$ cat config.mk
export PLATFORM = sky130hd
export DESIGN_NAME = fetch_pc_scheduler
export DESIGN_NICKNAME = d
export VERILOG_FILES = /design/src/rtl/fetch_pc_scheduler.sv
export SDC_FILE = /design/constraint.sdc
export NUM_CORES = 1
export LEC_CHECK = 0
export ABC_AREA = 1
export CORE_ASPECT_RATIO = 1.75
export CORE_UTILIZATION = 27
export CTS_CLUSTER_DIAMETER = 200
export DETAILED_ROUTE_END_ITERATION = 8
export PLACE_DENSITY = 0.62
export SYNTH_ARGS = -nofsm -noshare
export SYNTH_HDL_FRONTEND = slang
export SYNTH_SLANG_ARGS = --single-unit
export TNS_END_PERCENT = 50
$ cat constraint.sdc
create_clock -name clk -period 5.15 [get_ports clk]
set_input_delay 0.7725 -clock clk [delete_from_list [all_inputs] [get_ports clk]]
set_output_delay 0.7725 -clock clk [all_outputs]
set_load 0.01 [all_outputs]
$ cat src/rtl/fetch_pc_scheduler.sv
// Fetch PC sequencer: one I-cache request at a time, redirect > prediction > sequential.
// Define FETCH_PERF_EN to add saturating fire/redirect counters.
module fetch_pc_scheduler #(
  parameter logic [31:0] RESET_PC     = 32'h0000_0000,
  parameter int unsigned FLUSH_CYCLES = 2
) (
  input  logic        clk,
  input  logic        rst,
  input  logic        i_icacheReady,
  output logic        o_fetchValid,
  output logic [31:0] o_fetchPc_32,
  input  logic        i_blockValid,
  input  logic [4:0]  i_validSize_5,
  input  logic        i_predValid,
  input  logic [31:0] i_predPc_32,
  input  logic        i_bufferFull,
  input  logic        i_beRedirect,
  input  logic [31:0] i_beRedirectPc_32,
  output logic        o_fire,
  output logic        o_flush,
  output logic [1:0]  o_state_2
`ifdef FETCH_PERF_EN
  ,
  output logic [15:0] o_fireCount_16,
  output logic [15:0] o_redirectCount_16
`endif
);

  typedef enum logic [1:0] {
    S_IDLE  = 2'b00,
    S_REQ   = 2'b01,
    S_WAIT  = 2'b10,
    S_FLUSH = 2'b11
  } state_e;

  localparam logic [3:0] FLUSH_LOAD = 4'(FLUSH_CYCLES);

  state_e      state_q, state_d;
  logic [31:0] pc_q, pc_d;
  logic [3:0]  flush_cnt_q, flush_cnt_d;
  logic        drop_pending_q, drop_pending_d;
  logic        flush_q, flush_d;
  logic        redirect;

  assign redirect = i_beRedirect && (state_q != S_IDLE);

  always_comb begin
    // NOTE: every output of this block gets a default first, so no path can infer a latch.
    state_d        = state_q;
    pc_d           = pc_q;
    flush_cnt_d    = flush_cnt_q;
    drop_pending_d = drop_pending_q;
    flush_d        = 1'b0;
    o_fetchValid   = 1'b0;
    o_fire         = 1'b0;

    unique case (state_q)
      S_IDLE: state_d = S_REQ;
      S_REQ: begin
        o_fetchValid = !i_beRedirect;
        if (!i_beRedirect && i_icacheReady) state_d = S_WAIT;
      end
      S_WAIT: begin
        if (i_blockValid && !i_bufferFull && !i_beRedirect) begin
          o_fire  = 1'b1;
          state_d = S_REQ;
          pc_d    = i_predValid ? i_predPc_32 : pc_q + {27'b0, i_validSize_5};
        end
      end
      S_FLUSH: begin
        flush_cnt_d    = (flush_cnt_q == 4'd0) ? 4'd0 : flush_cnt_q - 4'd1;
        drop_pending_d = drop_pending_q && !i_blockValid;
        // Leave on the decremented count so the bubble is exactly FLUSH_CYCLES long.
        if (flush_cnt_d == 4'd0 && !drop_pending_d) state_d = S_REQ;
      end
      default: state_d = S_IDLE;
    endcase

    if (redirect) begin
      pc_d        = i_beRedirectPc_32;
      flush_cnt_d = FLUSH_LOAD;
      state_d     = S_FLUSH;
      flush_d     = 1'b1;
      // Only a WAIT with no block yet leaves a stale response in flight.
      drop_pending_d = (state_q == S_WAIT) ? !i_blockValid : drop_pending_q;
    end
  end

  always_ff @(posedge clk or negedge rst) begin
    // NOTE: sequential state uses non-blocking assignments so all flops update together.
    if (!rst) begin
      state_q        <= S_IDLE;
      pc_q           <= RESET_PC;
      flush_cnt_q    <= 4'd0;
      drop_pending_q <= 1'b0;
      flush_q        <= 1'b0;
    end else begin
      state_q        <= state_d;
      pc_q           <= pc_d;
      flush_cnt_q    <= flush_cnt_d;
      drop_pending_q <= drop_pending_d;
      flush_q        <= flush_d;
    end
  end

  assign o_fetchPc_32 = pc_q;
  assign o_flush      = flush_q;
  assign o_state_2    = state_q;

`ifdef FETCH_PERF_EN
  logic [15:0] fire_cnt_q, fire_cnt_d;
  logic [15:0] redirect_cnt_q, redirect_cnt_d;

  always_comb begin
    fire_cnt_d     = fire_cnt_q;
    redirect_cnt_d = redirect_cnt_q;
    if (o_fire && fire_cnt_q != 16'hFFFF) fire_cnt_d = fire_cnt_q + 16'd1;
    if (redirect && redirect_cnt_q != 16'hFFFF) redirect_cnt_d = redirect_cnt_q + 16'd1;
  end

  always_ff @(posedge clk or negedge rst) begin
    if (!rst) begin
      fire_cnt_q     <= 16'd0;
      redirect_cnt_q <= 16'd0;
    end else begin
      fire_cnt_q     <= fire_cnt_d;
      redirect_cnt_q <= redirect_cnt_d;
    end
  end

  assign o_fireCount_16     = fire_cnt_q;
  assign o_redirectCount_16 = redirect_cnt_q;
`endif

endmodule

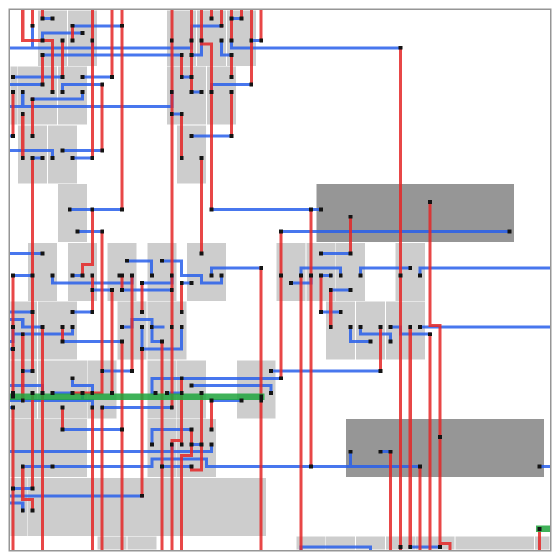
Run 1: close-up of the layout
Window x 53 to 78, y 100 to 125 um. Cells in gray, sequential cells in the stronger gray; small squares are vias.
| color | layer |
|---|---|
| blue | met1 |
| red | met2 |
| green | met3 |
netlist names of flops here include: `o_fetchPc_32` (2)
sequential cells in the window: 2
cells with their middle in the window: 40
most frequent: nand2_1 (21), nand3_1 (5), nor2_1 (4)

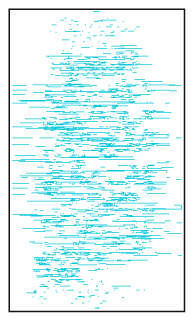
Run 1: metal 1
Drawn at 2 px/um.
wire length on this layer: 4530 um
longest straight run: 29.9 um
WL final: 12.3 mm
GR Layer Usage met1: 20.6%
via count: 4093

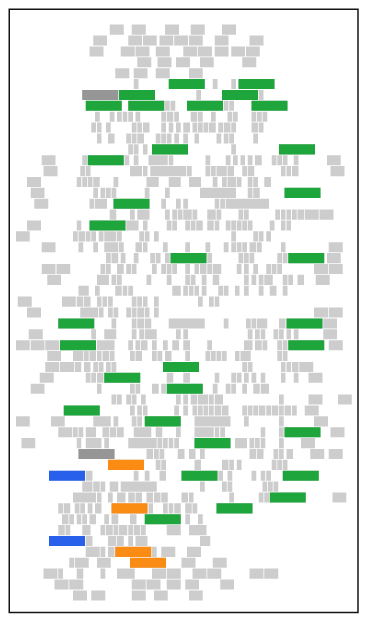
Run 1: where the registers sit
Drawn at 4 px/um. Other sequential cells in the stronger gray, the rest of the logic in the fainter gray.
| color | signal | placed flops |
|---|---|---|
| orange | `flush_cnt_q` | 4 |
| blue | `o_state_2` | 2 |
| green | `o_fetchPc_32` | 32 |
not colored: 2
seq pwr: 593 uW
Sequential cell area: 1000 um^2
Seq/total area: 20.7%

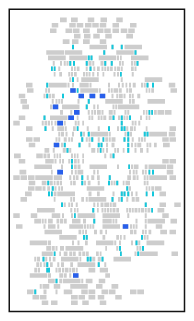
Run 1: gate families picked out
Drawn at 2 px/um.
| color | family | cells | most used |
|---|---|---|---|
| cyan | NOR gates | 103 | nor2_1 |
| blue | XOR/XNOR gates | 12 | xor2_1 |
highest-count logic cell in the final layout: nand2_1
Non-Filler Instances: 853
logic share of the area: 43.7%

run 1: stage by stage:
step | utilization [%] | area (um^2) | worst slack, ns | power [uW]
floorplan | - | 3400 | 2.92 | 1130
global placement | 38.3 | 4640 | 1.63 | 1540
detailed placement | 38.3 | 4640 | 1.51 | 1570
CTS | 39.8 | 4830 | 1.81 | 1980
global route | 39.8 | 4830 | 1.51 | 2120
finish | 39.8 | 4830 | 1.79 | 1970
run 1: cell type report:
cell class | instances | area [um^2] | area share (%)
clock buffer | 7 | 153 | 3.16
inverter | 52 | 195 | 4.04
timing repair buffer | 114 | 1130 | 23.4
multi-input combinational | 474 | 2110 | 43.7
sequential | 40 | 1000 | 20.7
clock inverter | 1 | 30.0 | 0.622
tap | 165 | 206 | 4.28
==> deck_impl_summary.md, run 1 <==
Run Summary

Status
  – Status: complete, no violations

Min path
  – Hold path depth: 2
  – Hold-critical path endpoint: o_fetchPc_32[2]
  – Hold path start: o_fetchPc_32[2]
  – Hold Path Class: reg2reg

Detailed routing
  – Iteration-0 DRC Markers: 168
  – Drt pass-1 iters: 5
  – Antenna viol nets, final: 0

Critical path
  – Worst r2r dst: o_fetchPc_32[24]
  – Reg2reg start: o_state_2[1]
  – Crit path from: i_beRedirect
  – Reg2Reg Depth: 9
  – WP depth: 10
  – CP max stage cell: inv_2

Global routing
  – Pin count of the biggest net entering global routing: 57
  – Initial antenna violation count: 0
  – Grt met3 use: 2.25%
  – Grt peak-use layer: met2
  – Total congestion overflow: 0

Clocking
  – # H-tree levels: 2
  – Clock tree sinks: 40
  – CTS-repair resized insts: 0
  – Clock buffer count from CTS: 5
  – Clk Latency, worst-skew pair: 0.29 ns
  – Root Buffer: clkbuf_16
  – CTS tree: built
  – Clock Pin Slew Worst Setup and Hold Paths: 0.06 ns

Synth
  – Top non-seq family: simple AND/OR/NAND/NOR gates
  – Distinct cell type count after synthesis: 28
  – Post-Syn Instances: 584
  – Adders+Majority by Area: 2.80%
  – Main area contributors: dfrtp_1, nand2_1, nor2_1, nand3_1, a21oi_1
  – MUX share of area: 0%
  – Yosys chip area: 3400 um^2
  – Top-area cell share: 29.4%
  – Most common cell in the netlist: nand2_1
  – Ys Warns: 0
  – Post-synth seq share: 29.4%
  – FF+latch count, synth: 40

Pwr
  – Sequential Power Share: 30.2%
  – Maximum vdd drop: 0.170 mV
  – Sw Ratio: 43.0%
  – Switching power: 847 uW
  – Clk pwr share: 20.1%
  – Internal power: 1120 uW

Floorplan
  – Die Size: 13100 um^2
  – Floorplan core density: 28.0%
  – Die width: 86.8 um

STA
  – RSZ-0062 raised after global routing: false
  – Slew Limit Headroom: 25.5%
  – Pins over their slew limit: 0
  – Tmin final: 3.36 ns
  – Crit share post-route: 65.2%
  – Clk_skew: 0.00305 ns

Placed design
  – Dpl hpwl: 9.10 mm
  – Final weighted congestion in routability-driven placement: 0.888

Final layout
  – Commonest non-fill, non-tap cells in the layout: nand2_1, clkdlybuf4s50_1, nor2_1
  – Area Overhead vs Synth: 42.0%
  – Layout cell share with drive strength beyond 1: 2.76%
  – # fillers: 1334
  – Max reg flops: 32
  – Fin nets: 770
  – Antenna cells: 0

Run
  – Tool Warnings: 26
==> run 1 -> run 2 <==
==> constraint.sdc (replaced) <==
create_clock -name clk -period 3.45 [get_ports clk]
set_input_delay 0.5175 -clock clk [delete_from_list [all_inputs] [get_ports clk]]
set_output_delay 0.5175 -clock clk [all_outputs]
set_load 0.01 [all_outputs]
==> run 2 against run 1 <==
  * Final cell count is 0.47% higher
  * Final area is 0.18% higher
  * Wire length hardly changed
  * Critical endpoint is now o_fire
  * Highest routed layer unchanged
==> deck_impl_summary.md, run 2 <==
Run Summary

Status
  – Status: complete, no violations

Final layout
  – Cell area after layout: 4840 um^2 (+0.18%)
  – Logic Gate Count: 474 (unchanged)
  – Area-dominant cell class after layout: multi-input combinational cells
  – Combinational Area: 2110 um^2 (unchanged)
  – Buffers, non-clock: 118 (+3.5%)
  – Area Overhead vs Synth: 42.3%
  – Highest-count logic cell in the final layout: nand2_1
  – Antenna cells: 0 (unchanged)
  – Clock network area share: 3.08% (-0.71 points)
  – Seq/total area: 20.7% (-0.038 points)
  – Logic share of the area: 43.6% (-0.079 points)
  – Fin nets: 774 (+0.52%)
  – Max reg flops: 32 (unchanged)
  – Inverters: 52 (unchanged)
  – Sequential cell area: 1000 um^2 (unchanged)
  – CLK BUF: 6 (-1)
  – Layout cell share with drive strength beyond 1: 3.32% (+0.56 points)
  – Commonest non-fill, non-tap cells in the layout: nand2_1, clkdlybuf4s50_1, nor2_1
  – Seq cells: 40 (unchanged)
  – Signal buffers share of area: 24.3% (+0.84 points)

Critical path
  – CP max stage cell: clkdlybuf4s50_1
  – Reg2Reg Depth: 12 (+3)
  – Crit path from: i_blockValid
  – CP arrival: 1.97 ns
  – Worst r2r dst: o_fetchPc_32[18]
  – Reg2reg start: o_fetchPc_32[0]
  – WP depth: 6 (-4)
  – Critical Path Max Stage Delay: 0.53 ns

Clocking
  – # H-tree levels: 2 (unchanged)
  – Clock buffer count from CTS: 5 (unchanged)
  – CTS tree: built
  – Clock Pin Slew Worst Setup and Hold Paths: 0.07 ns (about the same)
  – Root Buffer: clkbuf_16
  – Clk Latency, worst-skew pair: 0.29 ns (about the same)
  – CTS-repair resized insts: 0 (unchanged)
  – Clock tree sinks: 40 (unchanged)

Floorplan
  – Tap cells: 165 (unchanged)
  – Die width: 86.8 um (unchanged)

Detailed routing
  – Iteration-0 DRC Markers: 154 (-8.3%)
  – Via count: 4055 (-0.93%)
  – Antenna viol nets, final: 0 (unchanged)
  – WL final: 12.2 mm (about the same)
  – Drt pass-1 iters: 5 (unchanged)

Pwr
  – Internal power: 1590 uW (+42%)
  – Sequential Power Share: 31.1% (+0.9 points)
  – Sw Ratio: 44.2% (+1.2 points)
  – Clk pwr share: 17.3% (-2.8 points)
  – Switching power: 1260 uW (+49%)

Synth
  – Ys Warns: 0 (unchanged)
  – Post-synth seq share: 29.4% (unchanged)
  – FF+latch count, synth: 40 (unchanged)
  – Most common cell in the netlist: nand2_1
  – Post-Syn Instances: 584 (unchanged)
  – Main area contributors: dfrtp_1, nand2_1, nor2_1, nand3_1, a21oi_1
  – Yosys chip area: 3400 um^2 (unchanged)
  – Top-area cell share: 29.4% (unchanged)

Run
  – Tool Warnings: 26 (unchanged)

Placed design
  – Dpl hpwl: 9.31 mm (+2.3%)
  – Final weighted congestion in routability-driven placement: 0.850 (-4.3%)
  – Area after DPL: 4690 um^2 (+0.92%)

Min path
  – Hold Path Class: in2async

STA
  – Crit share post-route: 72.0%
  – Clk_skew: 0.00737 ns (+0.00432 ns)
  – Slew Limit Headroom: 34.3% (+8.8 points)
  – Pins over their slew limit: 0 (unchanged)
  – RSZ-0062 raised after global routing: false

Global routing
  – Initial antenna violation count: 0 (unchanged)
  – GR Layer Usage met1: 20.8% (+0.12 points)
  – Total congestion overflow: 0 (unchanged)
  – Grt met3 use: 2.36% (+0.11 points)
[run 2: cell counts after synthesis]
Identical to the previous run, type by type.
[run 2: through the flow]
stage               std cells  total power (uW)  setup WS (ns)  utilization (%)  hold slack, ns
floorplan                 584              1690           1.48                -           0.222
global placement          849              2340          0.752             38.6           0.513
detailed placement        849              2370          0.735             38.6           0.510
CTS                       857              2870          0.937             39.8           0.429
global route              857              3080          0.699             39.8           0.478
finish                    857              2850          0.966             39.8           0.382
[run 2: kinds of logic after synthesis]
kind of cell             after synthesis  share of synthesized area (%)
AND/OR/NAND/NOR                      392                           46.1
flip-flops                            40                           29.4
adder cells (fa/ha/maj)                7                           2.80
AND-OR/OR-AND                         63                           10.1
XOR/XNOR                              12                           3.09
buffers and inverters                 70                           8.47
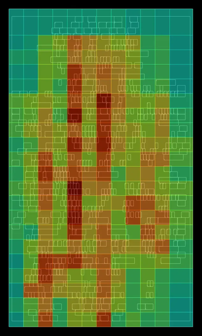
Run 2: routing congestion map
grt peak-use layer: met2
wire per inst: 14.3 um
gr usage total: 19.3%

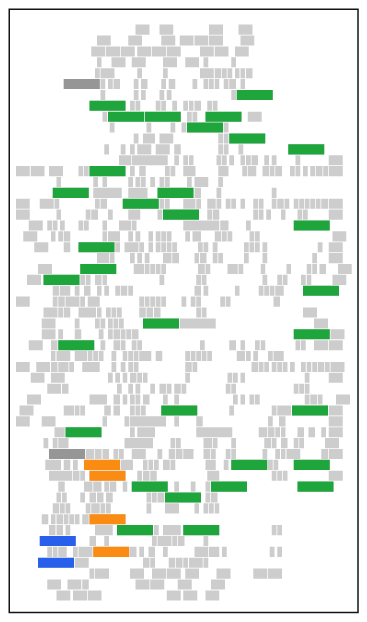
Run 2: where the registers sit
Drawn at 4 px/um. Other sequential cells in the stronger gray, the rest of the logic in the fainter gray.
| color | signal | placed flops |
|---|---|---|
| green | `o_fetchPc_32` | 32 |
| orange | `flush_cnt_q` | 4 |
| blue | `o_state_2` | 2 |
not colored: 2

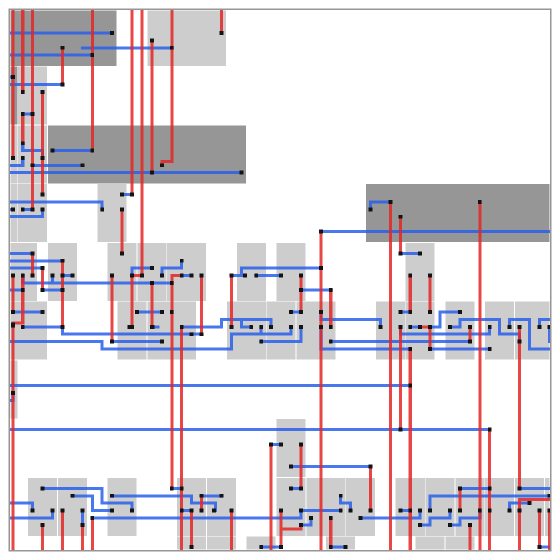
Run 2: close-up of the layout
Window x 53 to 78, y 100 to 125 um. Cells in gray, sequential cells in the stronger gray; small squares are vias.

==> run 2 -> run 3 <==
==> constraint.sdc (replaced) <==
create_clock -name clk -period 2.4 [get_ports clk]
set_input_delay 0.36 -clock clk [delete_from_list [all_inputs] [get_ports clk]]
set_output_delay 0.36 -clock clk [all_outputs]
set_load 0.01 [all_outputs]
==> run 3 against run 2 <==
  * Clock-buffer cell count up 1
  * Synthesized area unchanged
  * Largest cell class unchanged
  * Synthesized cell count did not move
  * Largest power group unchanged
  * Critical path depth grew 7
  * Hold slack gained 0.074 ns
  * Core utilization is 0.59 points higher
  * Final cell count increased by 0.70%
==> deck_impl_summary.md, run 3 <==
Run Summary

Status
  – Status: complete, no violations

Synth
  – Post-Syn Instances: 584 (unchanged)
  – Yosys chip area: 3400 um^2 (unchanged)
  – Compound-cell area share of the yosys netlist: 10.1% (unchanged)
  – Post-synth seq share: 29.4% (unchanged)
  – MUX share of area: 0% (unchanged)
  – FF+latch count, synth: 40 (unchanged)
  – Top-area cell share: 29.4% (unchanged)
  – Ys Warns: 0 (unchanged)
  – Xor+xnor area frac: 3.09% (unchanged)

Placed design
  – Placed cell count: 855 (+0.71%)
  – Final weighted congestion in routability-driven placement: 0.842 (-0.92%)
  – Dpl hpwl: 9.30 mm (about the same)
  – Place WS: -0.122 ns (-0.858 ns)

Final layout
  – Highest-count logic cell in the final layout: nand2_1
  – Combinational Area: 2110 um^2 (unchanged)
  – Area Overhead vs Synth: 44.4%
  – Cell area after layout: 4910 um^2 (+1.5%)
  – Fin nets: 781 (+0.90%)

Detailed routing
  – Drt pass-1 iters: 6 (+1)
  – Wire per inst: 14.2 um (-0.50%)
  – Antenna viol nets, final: 0 (unchanged)
  – Iteration-0 DRC Markers: 163 (+5.8%)

Clocking
  – CTS tree: built
  – Clock buffer count from CTS: 5 (unchanged)
  – Clk Latency, worst-skew pair: 0.29 ns (about the same)
  – CTS-repair resized insts: 0 (unchanged)
  – Clock Pin Slew Worst Setup and Hold Paths: 0.06 ns (about the same)

Global routing
  – Grt met3 use: 2.47% (+0.11 points)
  – Gr usage total: 19.5% (+0.15 points)
  – Total congestion overflow: 0 (unchanged)
  – Initial antenna violation count: 0 (unchanged)

Pwr
  – Clk pwr share: 17.6% (+0.3 points)
  – Sequential Power Share: 30.5% (-0.6 points)
  – Sw Ratio: 43.4% (-0.85 points)
  – Internal power: 2340 uW (+48%)
  – Total Power: 4140 uW (+45%)

Floorplan
  – Die width: 86.8 um (unchanged)

STA
  – Final hold slack: 0.455 ns (+0.0739 ns)
  – Clk_skew: 0.00264 ns (-0.00473 ns)
  – Pins over their slew limit: 0 (unchanged)
  – Crit share post-route: 92.6%
  – RSZ-0062 raised after global routing: false
  – Slew Limit Headroom: 69.1% (+35 points)

Critical path
  – Critical Path Max Stage Delay: 0.43 ns (-0.10 ns)
  – CP max stage cell: fa_1

Run
  – Tool Warnings: 26 (unchanged)
-- run 3: cell counts after synthesis --
Identical to the previous run, type by type.
-- run 3: path summary, 6_finish.rpt --
kind                                  start  cells after the start  slack [ns]               end
max in group asynchronous               rst                      3        1.22   o_fetchPc_32[2]
setup reg to reg            o_fetchPc_32[0]                     12        0.24  o_fetchPc_32[18]
setup / recovery           i_validSize_5[0]                     13        0.18  o_fetchPc_32[18]
hold reg to reg              drop_pending_q                      2        0.52    drop_pending_q
hold / removal                          rst                      2        0.46   o_fetchPc_32[0]
min in group clk             drop_pending_q                      2        0.52    drop_pending_q
-- run 3: layout make-up --
type,instances,share of cell area (%)
well taps,165,4.21
multi-input cells,474,43.0
flip-flops and latches,40,20.4
inverters,52,3.98
clock buffers,7,3.11
repair buffers,125,25.3
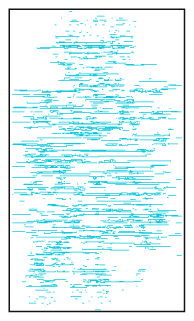
Run 3: metal 1
Drawn at 2 px/um.
via count: 4003
GR Layer Usage met1: 21.3%
WL final: 12.3 mm

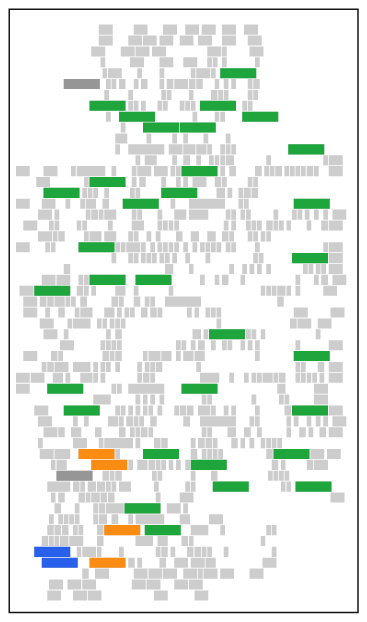
Run 3: where the registers sit
Drawn at 4 px/um. Other sequential cells in the stronger gray, the rest of the logic in the fainter gray.
| color | signal | placed flops |
|---|---|---|
| green | `o_fetchPc_32` | 32 |
| blue | `o_state_2` | 2 |
| orange | `flush_cnt_q` | 4 |
Seq/total area: 20.4%
seq pwr: 1260 uW

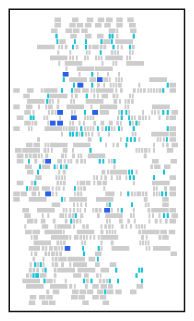
Run 3: gate families picked out
Drawn at 2 px/um.
logic share of the area: 43.0%
Non-Filler Instances: 863

Power is estimated from default activity; no workload was simulated.
